### src/rtl/serial_dft_bank.sv
// Streaming multi-channel single-bin DFT accumulator: one complex weight per
// in-frame sample index, two-stage multiply/accumulate, per-frame result.
module serial_dft_bank #(
    parameter int unsigned W_WIDTH      = 16,
    parameter int unsigned X_WIDTH      = 16,
    parameter int unsigned S_WIDTH      = 32,
    parameter int unsigned FRAME_LENGTH = 4,
    parameter int unsigned N_CH         = 2,
    parameter bit          SATURATE     = 1'b1
) (
    input  logic                                  clk,
    input  logic                                  rst,
    input  logic [FRAME_LENGTH-1:0][W_WIDTH-1:0]  w_re,
    input  logic [FRAME_LENGTH-1:0][W_WIDTH-1:0]  w_im,
    input  logic                                  valid_i,
    input  logic                                  sof_i,
    input  logic [N_CH-1:0][X_WIDTH-1:0]          x,
    output logic [N_CH-1:0][S_WIDTH-1:0]          re_o,
    output logic [N_CH-1:0][S_WIDTH-1:0]          im_o,
    output logic [N_CH-1:0]                       ovf_o,
    output logic                                  valid_o,
    output logic                                  resync_o
);

    localparam int unsigned P_W   = X_WIDTH + W_WIDTH;
    localparam int unsigned CNT_W = $clog2(FRAME_LENGTH);
    localparam logic [CNT_W-1:0] LAST_IDX = CNT_W'(FRAME_LENGTH - 1);

    function automatic logic [P_W-1:0] f_mul(input logic [X_WIDTH-1:0] a,
                                             input logic [W_WIDTH-1:0] b);
        logic signed [P_W-1:0] ae;
        logic signed [P_W-1:0] be;
        ae = {{W_WIDTH{a[X_WIDTH-1]}}, a};
        be = {{X_WIDTH{b[W_WIDTH-1]}}, b};
        return ae * be;
    endfunction

    // Returns {overflow, next accumulator}; sum is formed one bit wider than S_WIDTH.
    function automatic logic [S_WIDTH:0] f_acc(input logic [S_WIDTH-1:0] acc,
                                               input logic [P_W-1:0]     prod,
                                               input logic               first);
        logic [S_WIDTH:0]   sum;
        logic [S_WIDTH-1:0] nxt;
        logic               ovf;
        sum = (first ? '0 : {acc[S_WIDTH-1], acc})
            + {{(S_WIDTH + 1 - P_W){prod[P_W-1]}}, prod};
        ovf = sum[S_WIDTH] ^ sum[S_WIDTH-1];
        nxt = sum[S_WIDTH-1:0];
        if (ovf && SATURATE) begin
            nxt = sum[S_WIDTH] ? {1'b1, {(S_WIDTH-1){1'b0}}} : {1'b0, {(S_WIDTH-1){1'b1}}};
        end
        return {ovf, nxt};
    endfunction

    logic [CNT_W-1:0]              r_cnt;
    logic [CNT_W-1:0]              w_idx;
    logic                          r_s1_valid;
    logic                          r_s1_first;
    logic                          r_s1_last;
    logic                          r_s1_resync;
    logic [N_CH-1:0][P_W-1:0]      r_p_re;
    logic [N_CH-1:0][P_W-1:0]      r_p_im;
    logic [N_CH-1:0][P_W-1:0]      w_p_re;
    logic [N_CH-1:0][P_W-1:0]      w_p_im;
    logic [N_CH-1:0][S_WIDTH-1:0]  r_acc_re;
    logic [N_CH-1:0][S_WIDTH-1:0]  r_acc_im;
    logic [N_CH-1:0][S_WIDTH:0]    w_res_re;
    logic [N_CH-1:0][S_WIDTH:0]    w_res_im;
    logic [N_CH-1:0]               r_ovf;
    logic [N_CH-1:0]               w_ovf;

    always_comb begin
        w_idx    = sof_i ? '0 : r_cnt;
        w_p_re   = '0;
        w_p_im   = '0;
        w_res_re = '0;
        w_res_im = '0;
        w_ovf    = '0;
        for (int c = 0; c < int'(N_CH); c++) begin
            w_p_re[c]   = f_mul(x[c], w_re[w_idx]);
            w_p_im[c]   = f_mul(x[c], w_im[w_idx]);
            w_res_re[c] = f_acc(r_acc_re[c], r_p_re[c], r_s1_first);
            w_res_im[c] = f_acc(r_acc_im[c], r_p_im[c], r_s1_first);
            // The first sample of a frame restarts the sticky flag.
            w_ovf[c]    = (r_s1_first ? 1'b0 : r_ovf[c])
                        | w_res_re[c][S_WIDTH] | w_res_im[c][S_WIDTH];
        end
    end

    always_ff @(posedge clk) begin
        if (rst) begin
            r_cnt       <= '0;
            r_s1_valid  <= 1'b0;
            r_s1_first  <= 1'b0;
            r_s1_last   <= 1'b0;
            r_s1_resync <= 1'b0;
            r_p_re      <= '0;
            r_p_im      <= '0;
            r_acc_re    <= '0;
            r_acc_im    <= '0;
            r_ovf       <= '0;
            re_o        <= '0;
            im_o        <= '0;
            ovf_o       <= '0;
            valid_o     <= 1'b0;
            resync_o    <= 1'b0;
        end else begin
            r_s1_valid <= valid_i;
            valid_o    <= r_s1_valid && r_s1_last;
            resync_o   <= r_s1_valid && r_s1_resync;
            if (valid_i) begin
                r_cnt       <= (w_idx == LAST_IDX) ? '0 : w_idx + 1'b1;
                r_s1_first  <= (w_idx == '0);
                r_s1_last   <= (w_idx == LAST_IDX);
                r_s1_resync <= sof_i && (r_cnt != '0);
                r_p_re      <= w_p_re;
                r_p_im      <= w_p_im;
            end
            if (r_s1_valid) begin
                for (int c = 0; c < int'(N_CH); c++) begin
                    r_acc_re[c] <= w_res_re[c][S_WIDTH-1:0];
                    r_acc_im[c] <= w_res_im[c][S_WIDTH-1:0];
                    if (r_s1_last) begin
                        re_o[c] <= w_res_re[c][S_WIDTH-1:0];
                        im_o[c] <= w_res_im[c][S_WIDTH-1:0];
                    end
                end
                r_ovf <= w_ovf;
                if (r_s1_last) begin
                    ovf_o <= w_ovf;
                end
            end
        end
    end

endmodule

### config.mk
export PLATFORM = sky130hd
export DESIGN_NAME = serial_dft_bank
export DESIGN_NICKNAME = d
export VERILOG_FILES = /design/src/rtl/serial_dft_bank.sv
export SDC_FILE = /design/constraint.sdc
export NUM_CORES = 2
export LEC_CHECK = 0
export ABC_AREA = 1
export CORE_UTILIZATION = 60
export DETAILED_ROUTE_END_ITERATION = 7
export PLACE_DENSITY = 0.91
export SLEW_MARGIN = 20
export SYNTH_ARGS = -nofsm -noshare
export SYNTH_HDL_FRONTEND = slang
export SYNTH_SLANG_ARGS = --single-unit
### constraint.sdc
create_clock -name clk -period 12 [get_ports clk]
set_input_delay 1.2 -clock clk [delete_from_list [all_inputs] [get_ports clk]]
set_output_delay 1.2 -clock clk [all_outputs]
set_load 0.02 [all_outputs]
Fig. 1: wiring heat map
(1 px per um) 33 x 33 tiles, from dark blue (low) to red (high), scaled to the fullest tile. Values are wire area over tile area, all layers added.
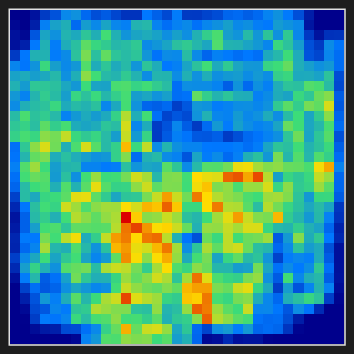
nearly empty tiles	4.3%
fullest tile	0.86
mean over tiles	0.34
vias: 61200
GRT Overall Usage: 39.5%
routed wire length: 217000 um
drt wl/cell: 20.0 um

==> flow_metrics.tcl <==
# flow metrics
set metrics [dict create \
    min_to "r_p_re[0]" \
    clkCellAreaFrac_pct 2.35 \
    status "completed" \
    place_inst 10800 \
    highest_layer "met5" \
    flops 396 \
    synthCells 9312 \
    slew_headroom_pct 15.0 \
    busiest_layer "met2" \
    path_clk_slew_ns 0.07 \
    syn-num-nets 11000 \
    cp.required_ns 12.52 \
    openroad.warnings 30 \
    area_leaders "fa_1 (32%), dfxtp_1 (12%), inv_1 (12%)" \
    netlist_area_um2 66300 \
    worstMarginPinSlew_ns 1.27 \
    cts_buffers 47 \
    ant_nets 0 \
    n_fill_cell 9448 \
    antenna_found_initial 7 \
    common_cells "inv_1 (2043), nand2_1 (1849), nor2_1 (1496), fa_1 (1052), nand3_1 (491)" \
    globalplace.congestion 1.03 \
    start_kind "input port" \
    h-tree-depth 2 \
    num-multi-input-gates 6481 \
    yosysUniqueCellTypes 48 \
    cts_sinks 396 \
    rsz0062_at_grt "false" \
    hold_path_class "reg2reg" \
    register_area_um2 7940 \
    setup_slack_ns 2.46 \
    clockBufferDepth 3 \
    cts_tree "done" \
    finalCoreUtilization_pct 65.6 \
    hold_buffers 0 \
    cp.arrival_ns 10.06 \
    synthAdderAreaFrac_pct 40.4 \
    ys_warn_count 0 \
    diodes 5 \
    syn2layout_area_growth_pct 8.12 \
    buf_share_pct 4.84 \
    num_tap_cells 1476 \
    pre_cts_ws_ns 2.11 \
    grt_pass1_vias 63800 \
    syn_avg_cell_area_um2 7.12 \
    flop_cell "dfxtp_1" \
    ys_sh_xor_pct 2.42 \
    top_cell_area_share_pct 31.8 \
    setup_viol 0 \
    reg2reg_to "r_p_re[31]" \
    die_x_um 334 \
    whs_path_depth 2 \
    num_rows 121 \
    n_all_buffers 363 \
    vias_per_cell 5.62 \
    layout.nets 11000 \
    dp_hpwl_um 169000 \
    cap_viol_max_count 0 \
    clockBufferCount 60 \
    route.met2.wl_um 99000 \
    sh_seq_area_pct 11.1 \
    worstRegToRegCells 26 \
    layout.cells.most_common_list "inv_1 (2041), nand2_1 (1847), nor2_1 (1496)" \
    inv_count 2075 \
    drc_errors 0 \
    clock_skew_ns 0.0341 \
    wl_met3_um 22700 \
    slew_violations 0 \
    edf_count 0 \
    r2r_start "r_cnt[1]" \
    die_h_um 334 \
    stdcell_count 10900 \
    ys_sh_aoi_pct 6.04 \
    yosysMostFrequentCell "inv_1" \
    cts_root_buf "clkbuf_16" \
    crit_path_max_incr_delay_ns 1.05 \
    cp_common_cell "inv_1" \
    use_met1_pct 46.2 \
    core_um2 109000 \
]
Fig. 2: met2 routing
(1.5 px per um) Cells faint in the background.
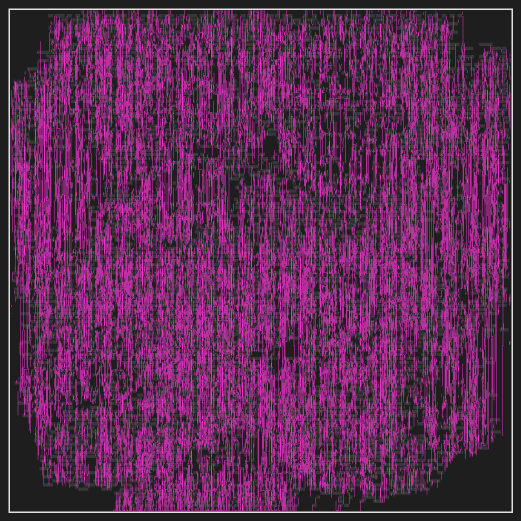
nets with wire on the layer	9233
longest straight run	101 um
main direction	vertical
met2 Resource Use GR: 64.4%

how the worst max path moves through the flow:
stage               start          to  slack (ns)  cells after the start
finish              sof_i  r_p_re[25]        2.46                     30
global route        sof_i  r_p_re[21]        2.12                     30
CTS                 sof_i  r_p_re[25]        2.75                     30
detailed placement  sof_i  r_p_re[25]        2.11                     30
global placement    sof_i  r_p_re[31]        2.21                     28
floorplan           sof_i  r_p_im[59]        4.72                     31
registers in the layout, summed over array words and instances, names as in the netlist:
name,cells
r_p_re,64
r_p_im,64
im_o,64
re_o,64
r_s1_first,1
r_ovf,2
r_acc_re,64
ovf_o,2
valid_o,1
resync_o,1
r_s1_last,1
r_cnt,2
r_s1_resync,1
r_acc_im,64
r_s1_valid,1
